**Run 1: floorplan with the power grid**

Scale bar: 20 um. Pins as bars on the die edge.
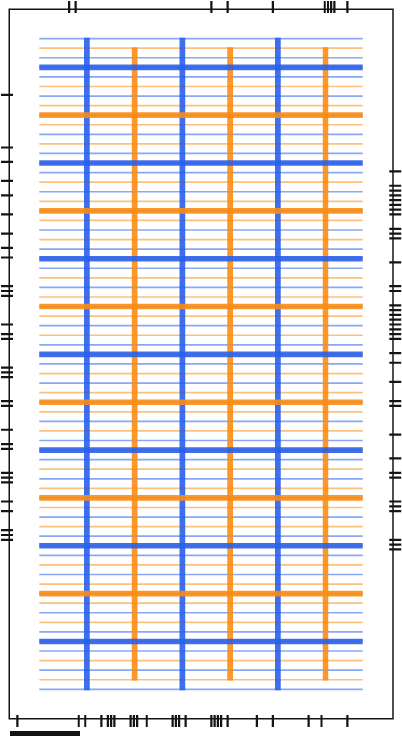
**Run 1: placed cells, one colour a class**

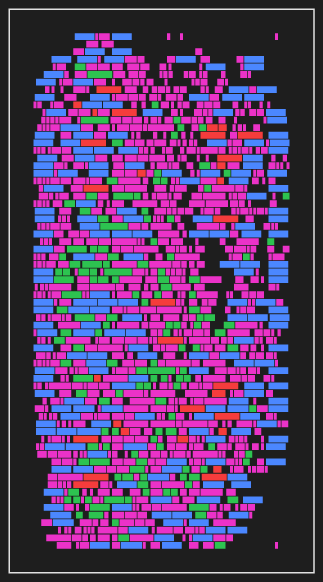
**Run 1: routed clock nets over the placement**

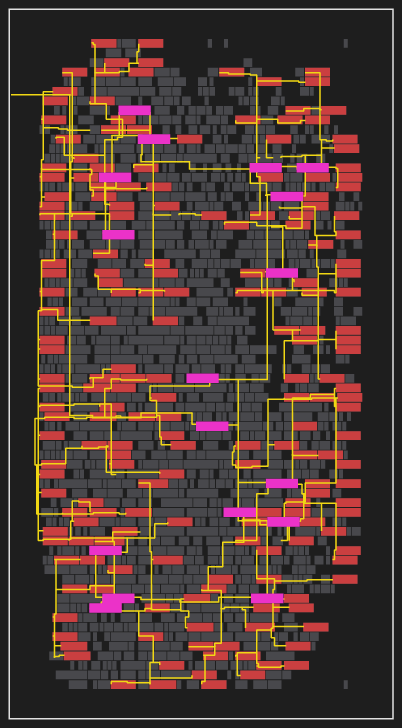
<file path="src/rtl/axi_lite_adder_slave.sv">
// ---------------------------------------------------------------------------
// axi_lite_adder_slave
//   AXI4-Lite target holding two writable operands (A, B) and exposing their
//   registered sum (RESULT) and a STATUS word for readback.
//   Register map relative to BASE_ADDR:
//     +0x0 OPERAND_A (RW)   +0x4 OPERAND_B (RW)
//     +0x8 RESULT    (RO)   +0xC STATUS    (RO)
//   STATUS: bit0 carry, bit1 result valid, [15:8] OKAY write count,
//           [23:16] OKAY read count, all other bits zero.
//
// Ports
//   s_axi_aclk, s_axi_areset        clock, synchronous active-high reset
//   s_axi_aw*/s_axi_w*/s_axi_b*     write address / data / response channels
//   s_axi_ar*/s_axi_r*              read address / data channels
//   s_axi_wstrb has one spare MSB which is ignored.
// ---------------------------------------------------------------------------
module axi_lite_adder_slave #(
  parameter int DATA_WIDTH = 32,
  parameter int ADDR_WIDTH = 8,
  parameter int RESP_WIDTH = 3,
  parameter int BASE_ADDR  = 0
) (
  input  logic                    s_axi_aclk,
  input  logic                    s_axi_areset,
  input  logic [ADDR_WIDTH-1:0]   s_axi_awaddr,
  input  logic                    s_axi_awvalid,
  output logic                    s_axi_awready,
  input  logic [DATA_WIDTH-1:0]   s_axi_wdata,
  input  logic [DATA_WIDTH/8:0]   s_axi_wstrb,
  input  logic                    s_axi_wvalid,
  output logic                    s_axi_wready,
  output logic [RESP_WIDTH-1:0]   s_axi_bresp,
  output logic                    s_axi_bvalid,
  input  logic                    s_axi_bready,
  input  logic [ADDR_WIDTH-1:0]   s_axi_araddr,
  input  logic                    s_axi_arvalid,
  output logic                    s_axi_arready,
  output logic [DATA_WIDTH-1:0]   s_axi_rdata,
  output logic [RESP_WIDTH-1:0]   s_axi_rresp,
  output logic                    s_axi_rvalid,
  input  logic                    s_axi_rready
);

  localparam int STRB_W = DATA_WIDTH / 8;

  localparam logic [ADDR_WIDTH-1:0] ADDR_A    = ADDR_WIDTH'(BASE_ADDR);
  localparam logic [ADDR_WIDTH-1:0] ADDR_B    = ADDR_WIDTH'(BASE_ADDR + 4);
  localparam logic [ADDR_WIDTH-1:0] ADDR_RES  = ADDR_WIDTH'(BASE_ADDR + 8);
  localparam logic [ADDR_WIDTH-1:0] ADDR_STAT = ADDR_WIDTH'(BASE_ADDR + 12);

  localparam logic [RESP_WIDTH-1:0] RESP_OKAY   = '0;
  localparam logic [RESP_WIDTH-1:0] RESP_SLVERR = RESP_WIDTH'(2);

  typedef enum logic [1:0] {W_IDLE, W_ADDR_HELD, W_DATA_HELD, W_RESP} w_state_t;
  typedef enum logic {R_IDLE, R_DATA} r_state_t;

  // Byte-lane merge of new write data into an existing register value.
  function automatic logic [DATA_WIDTH-1:0] merge_bytes(
    input logic [DATA_WIDTH-1:0] old_v,
    input logic [DATA_WIDTH-1:0] new_v,
    input logic [STRB_W-1:0]     strb
  );
    logic [DATA_WIDTH-1:0] r;
    r = old_v;
    for (int i = 0; i < STRB_W; i++) begin
      if (strb[i]) r[8*i +: 8] = new_v[8*i +: 8];
    end
    return r;
  endfunction

  w_state_t w_state, w_state_n;
  r_state_t r_state, r_state_n;

  logic [ADDR_WIDTH-1:0] awaddr_held;
  logic [DATA_WIDTH-1:0] wdata_held;
  logic [STRB_W-1:0]     wstrb_held;

  logic [DATA_WIDTH-1:0] reg_a, reg_b;
  logic [DATA_WIDTH-1:0] result_p1;
  logic                  carry_p1;
  logic                  vld_p0;
  logic                  status_vld;
  logic [7:0]            wr_count, rd_count;

  logic                  commit;
  logic [ADDR_WIDTH-1:0] wr_addr_c;
  logic [DATA_WIDTH-1:0] wr_data_c;
  logic [STRB_W-1:0]     wr_strb_c;
  logic                  wr_okay;
  logic [DATA_WIDTH:0]   sum_c;

  logic                  ar_hs;
  logic                  rd_okay;
  logic [DATA_WIDTH-1:0] rd_word;
  logic [DATA_WIDTH-1:0] status_word;

  logic                  unused_wstrb_msb;
  assign unused_wstrb_msb = s_axi_wstrb[STRB_W];

  // The channel that arrived first is taken from its holding register,
  // the completing channel straight from the bus.
  assign wr_addr_c = (w_state == W_ADDR_HELD) ? awaddr_held : s_axi_awaddr;
  assign wr_data_c = (w_state == W_DATA_HELD) ? wdata_held  : s_axi_wdata;
  assign wr_strb_c = (w_state == W_DATA_HELD) ? wstrb_held  : s_axi_wstrb[STRB_W-1:0];
  assign wr_okay   = (wr_addr_c == ADDR_A) || (wr_addr_c == ADDR_B);

  assign sum_c = {1'b0, reg_a} + {1'b0, reg_b};

  // Write FSM: next state and channel handshakes
  always_comb begin
    w_state_n     = w_state;
    s_axi_awready = 1'b0;
    s_axi_wready  = 1'b0;
    s_axi_bvalid  = 1'b0;
    commit        = 1'b0;
    case (w_state)
      W_IDLE: begin
        s_axi_awready = 1'b1;
        s_axi_wready  = 1'b1;
        if (s_axi_awvalid && s_axi_wvalid) begin
          commit    = 1'b1;
          w_state_n = W_RESP;
        end else if (s_axi_awvalid) begin
          w_state_n = W_ADDR_HELD;
        end else if (s_axi_wvalid) begin
          w_state_n = W_DATA_HELD;
        end
      end
      W_ADDR_HELD: begin
        s_axi_wready = 1'b1;
        if (s_axi_wvalid) begin
          commit    = 1'b1;
          w_state_n = W_RESP;
        end
      end
      W_DATA_HELD: begin
        s_axi_awready = 1'b1;
        if (s_axi_awvalid) begin
          commit    = 1'b1;
          w_state_n = W_RESP;
        end
      end
      W_RESP: begin
        s_axi_bvalid = 1'b1;
        if (s_axi_bready) w_state_n = W_IDLE;
      end
      default: w_state_n = W_IDLE;
    endcase
  end

  always_ff @(posedge s_axi_aclk) begin
    if (s_axi_areset) begin
      w_state     <= W_IDLE;
      awaddr_held <= '0;
      wdata_held  <= '0;
      wstrb_held  <= '0;
      s_axi_bresp <= RESP_OKAY;
      reg_a       <= '0;
      reg_b       <= '0;
      wr_count    <= '0;
      vld_p0      <= 1'b0;
      result_p1   <= '0;
      carry_p1    <= 1'b0;
      status_vld  <= 1'b0;
    end else begin
      w_state <= w_state_n;
      if (s_axi_awvalid && s_axi_awready) awaddr_held <= s_axi_awaddr;
      if (s_axi_wvalid && s_axi_wready) begin
        wdata_held <= s_axi_wdata;
        wstrb_held <= s_axi_wstrb[STRB_W-1:0];
      end
      if (commit) begin
        s_axi_bresp <= wr_okay ? RESP_OKAY : RESP_SLVERR;
        if (wr_addr_c == ADDR_A) reg_a <= merge_bytes(reg_a, wr_data_c, wr_strb_c);
        if (wr_addr_c == ADDR_B) reg_b <= merge_bytes(reg_b, wr_data_c, wr_strb_c);
        if (wr_okay) wr_count <= wr_count + 8'd1;
      end
      // p0: an accepted operand write requests a sum update
      vld_p0 <= commit && wr_okay;
      // p1: sum of the freshly written operands lands in RESULT/CARRY
      if (vld_p0) begin
        result_p1 <= sum_c[DATA_WIDTH-1:0];
        carry_p1  <= sum_c[DATA_WIDTH];
      end
      // Valid drops while an update is in flight, rises once it has landed.
      if (commit && wr_okay) status_vld <= 1'b0;
      else if (vld_p0)       status_vld <= 1'b1;
    end
  end

  always_comb begin
    status_word        = '0;
    status_word[0]     = carry_p1;
    status_word[1]     = status_vld;
    status_word[15:8]  = wr_count;
    status_word[23:16] = rd_count;
  end

  // Exact-match decode: misaligned or out-of-window addresses fall to default.
  always_comb begin
    rd_word = '0;
    rd_okay = 1'b1;
    case (s_axi_araddr)
      ADDR_A:    rd_word = reg_a;
      ADDR_B:    rd_word = reg_b;
      ADDR_RES:  rd_word = result_p1;
      ADDR_STAT: rd_word = status_word;
      default:   rd_okay = 1'b0;
    endcase
  end

  // Read FSM: next state and channel handshakes
  always_comb begin
    r_state_n     = r_state;
    s_axi_arready = 1'b0;
    s_axi_rvalid  = 1'b0;
    ar_hs         = 1'b0;
    case (r_state)
      R_IDLE: begin
        s_axi_arready = 1'b1;
        if (s_axi_arvalid) begin
          ar_hs     = 1'b1;
          r_state_n = R_DATA;
        end
      end
      R_DATA: begin
        s_axi_rvalid = 1'b1;
        if (s_axi_rready) r_state_n = R_IDLE;
      end
      default: r_state_n = R_IDLE;
    endcase
  end

  always_ff @(posedge s_axi_aclk) begin
    if (s_axi_areset) begin
      r_state     <= R_IDLE;
      s_axi_rdata <= '0;
      s_axi_rresp <= RESP_OKAY;
      rd_count    <= '0;
    end else begin
      r_state <= r_state_n;
      if (ar_hs) begin
        s_axi_rdata <= rd_word;
        s_axi_rresp <= rd_okay ? RESP_OKAY : RESP_SLVERR;
        if (rd_okay) rd_count <= rd_count + 8'd1;
      end
    end
  end

endmodule

</file>
<file path="config.mk">
export PLATFORM = sky130hd
export DESIGN_NAME = axi_lite_adder_slave
export DESIGN_NICKNAME = d
export VERILOG_FILES = /design/src/rtl/axi_lite_adder_slave.sv
export SDC_FILE = /design/constraint.sdc
export NUM_CORES = 1
export LEC_CHECK = 0
export CAP_MARGIN = 15
export CORE_ASPECT_RATIO = 2
export CORE_MARGIN = 8
export CORE_UTILIZATION = 58
export CTS_CLUSTER_SIZE = 40
export DETAILED_ROUTE_END_ITERATION = 6
export DONT_BUFFER_PORTS = 1
export PLACE_DENSITY = 0.79
export SETUP_SLACK_MARGIN = 0.5
export SYNTH_ARGS = -nofsm -noshare
export SYNTH_HDL_FRONTEND = slang
export SYNTH_SLANG_ARGS = --single-unit
</file>
<file path="constraint.sdc">
create_clock -name s_axi_aclk -period 2.55 [get_ports s_axi_aclk]
set_input_delay 0.3825 -clock s_axi_aclk [delete_from_list [all_inputs] [get_ports s_axi_aclk]]
set_output_delay 0.3825 -clock s_axi_aclk [all_outputs]
set_load 0.02 [all_outputs]
</file>
==> flow_summary.yaml, run 1 <==
# implementation run metrics
outcome:
  status: "finished, violations left"
  violations: "negative setup slack"
global_route:
  grt_util_met1: 0.326
  top_usage_layer: "met2"
  grt_max_degree: 215
setup_path:
  critPathCaptureType: "flip-flop"
  crit_fanout: 2
  cp_slowest_cell: "or4b_1"
  r2r-start: "reg_a[0]"
  critPathLaunch: "reg_a[0]"
  path_cells: "ha_4 -> fa_2 -> a21o_1 -> nand4_1 -> a21oi_2 -> nor2_2 -> o31ai_4 -> a31oi_2 -> or4b_1 -> o311ai_1"
  crit_buf_inv: 0
  start_kind: "flip-flop"
synth:
  yosysWarnings: 0
  aoi_share: 0.181
  logic_family: "simple AND/OR/NAND/NOR gates"
  async_reset_ff_frac: 0
  edf_count: 0
  synth_flops: 196
  flop_cell: "dfxtp_1"
  netlist_area_sq_um: 9950
sta:
  fin_crit_ps: 2820
  relSlewSlack: 0.542
  setup_ws_ps: -272
  setup_viol: 4
placement:
  hpwl_mm: 17.8
  post_dp_cell_area_sq_um: 10400
power:
  p_seq_frac: 0.421
  p_int_mw: 5.41
  p_comb_mw: 2.05
  sw_frac_of_total: 0.333
final_layout:
  final_common_cell: "dfxtp_1"
  sh_comb_area: 0.522
  layout.cells.non_filler: 1426
  clkCellAreaFrac: 0.0418
flow_run:
  drv_cap: 0
cts:
  cts-htree-levels: 4
floorplan:
  chipArea_sq_um: 21900
  pin_count: 103
routing:
  top_layer_used: "met4"
  dr_total_vias: 9300
## Picture notes: 'floorplan with the power grid'
Blue is VSS. Orange is VDD.
6 straps on met4. The core has 68 rows. 103 signal pins sit on the boundary. 13 straps on met5. 69 met1 rails follow the rows.
Die Ht: 201 um
die width: 109 um

## Picture notes: 'placed cells, one colour a class'
Red is clock drivers and dummy loads, cells 31, share of their area 4.3%. Green is other buffers and delay cells, cells 141, share of their area 11%. Blue is flip-flops, cells 196, share of their area 31%. Magenta is all other logic, cells 848, share of their area 54%.

## Picture notes: 'routed clock nets over the placement'
Red is flip-flops, count 196. Yellow is clock wires, length 2540 um. Magenta is cells driving clock nets, count 17.
There are 18 routed clock nets.
clk latency late pin: 450 ps
Clock Power: 2.64 mW
clock power share: 0.326

==> inputs of run 2 (changes only) <==
--- a/config.mk
+++ b/config.mk
@@ -7,12 +7,11 @@
 export LEC_CHECK = 0
 export CAP_MARGIN = 15
 export CORE_ASPECT_RATIO = 2
-export CORE_MARGIN = 8
-export CORE_UTILIZATION = 58
+export CORE_UTILIZATION = 64
 export CTS_CLUSTER_SIZE = 40
 export DETAILED_ROUTE_END_ITERATION = 6
 export DONT_BUFFER_PORTS = 1
-export PLACE_DENSITY = 0.79
+export PLACE_DENSITY = 0.83
 export SETUP_SLACK_MARGIN = 0.5
 export SYNTH_ARGS = -nofsm -noshare
 export SYNTH_HDL_FRONTEND = slang
==> constraint.sdc (replaced) <==
create_clock -name s_axi_aclk -period 2.9 [get_ports s_axi_aclk]
set_input_delay 0.435 -clock s_axi_aclk [delete_from_list [all_inputs] [get_ports s_axi_aclk]]
set_output_delay 0.435 -clock s_axi_aclk [all_outputs]
set_load 0.02 [all_outputs]
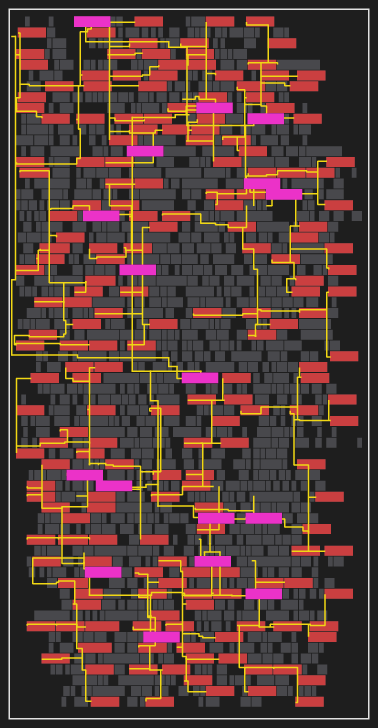
**Above:** run 2 (routed clock nets over the placement).
Red is flip-flops, count 196. Magenta is cells driving clock nets, count 17. Yellow is clock wires, length 2250 um.
Position of the flops: spread over the die. There are 18 routed clock nets.
Clock Power: 2.52 mW
clk_skew: 10.3 ps
clock power share: 0.365
clk latency late pin: 440 ps

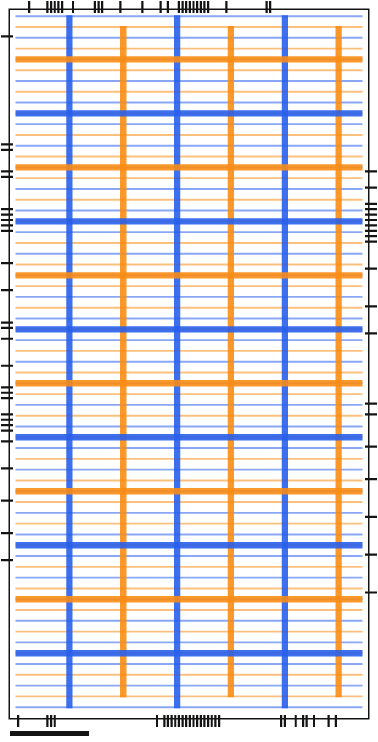
**Above:** run 2 (floorplan with the power grid).
Scale bar: 20 um. Pins as bars on the die edge.
Orange is VDD. Blue is VSS.
65 met1 rails follow the rows. 103 signal pins sit on the boundary. The core has 64 rows. 12 straps on met5. 6 straps on met4.

==> flow_summary.yaml, run 2 <==
# implementation run metrics
worst_hold_path:
  hold_depth: 1
  hold_start: "s_axi_areset"
floorplan:
  pin_count: 103
  fp.dieW_um: 90.2
  die-height_um: 178
  chipArea_sq_um: 16100
synth:
  netlist_instances: 1116
  flop_cell: "dfxtp_1"
  synth_flops: 196
  edf_count: 0
  aoi_share: 0.181
  logic_family: "simple AND/OR/NAND/NOR gates"
  async_reset_ff_frac: 0
  synth-adder-area-share: 0.0498
  synth-simple-area-share: 0.183
  netlist_area_sq_um: 9950
  synth.distinct_cells: 72
  ys_sh_mux: 0.120
  yosysWarnings: 0
setup_path:
  r2r-start: "reg_a[17]"
  cp_num_cells: 11
  rr_worst_depth: 11
  critPathLaunch: "reg_a[17]"
  start_kind: "flip-flop"
  path_cells: "ha_1 -> buf_4 -> and4_2 -> nand4_1 -> nor2_2 -> o21ai_2 -> nand2_2 -> a21o_1 -> buf_4 -> a21oi_1 -> or4_1"
  critPathCaptureType: "flip-flop"
  crit_buf_inv: 2
  cp_slowest_cell: "or4_1"
  crit_fanout: 6
final_layout:
  sh_comb_area: 0.525
  nets: 1218
  layout.cells.non_filler: 1330
  final_common_cell: "dfxtp_1"
  clkCellAreaFrac: 0.0552
  syn_to_final_growth_pct: 13.8
  postLayoutCellArea_sq_um: 11300
global_route:
  top_usage_layer: "met2"
  grt_max_degree: 215
  grt_usage: 0.315
  grt_util_met1: 0.316
sta:
  finalHoldViolations: 0
  maxClockFrequency_ghz: 0.383
  fin_crit_ps: 2610
  relSlewSlack: 0.551
  setup_ws_ps: 289
  setup_viol: 0
placement:
  dp.cells: 1257
  hpwl_mm: 16.4
  post_dp_cell_area_sq_um: 10000
routing:
  dr_total_vias: 8428
  antenna_left: 0
  routed_wl_mm: 26.0
  wl_met3_mm: 1.31
  drc: 0
  top_layer_used: "met4"
cts:
  cts_resized: 32
  cts-htree-levels: 4
power:
  top_power_group: "sequential cells"
  sw_frac_of_total: 0.295
  switchingPower_mw: 2.04
  p_seq_frac: 0.432
  power.density_nw_per_um2: 610
  p_comb_mw: 1.40
  p_int_mw: 4.87
  ir_worst_vdd_mv: 0.873
flow_run:
  drv_cap: 0
outcome:
  status: "completed"
Power figures rest on the tool's default switching activity, not on a simulated workload.
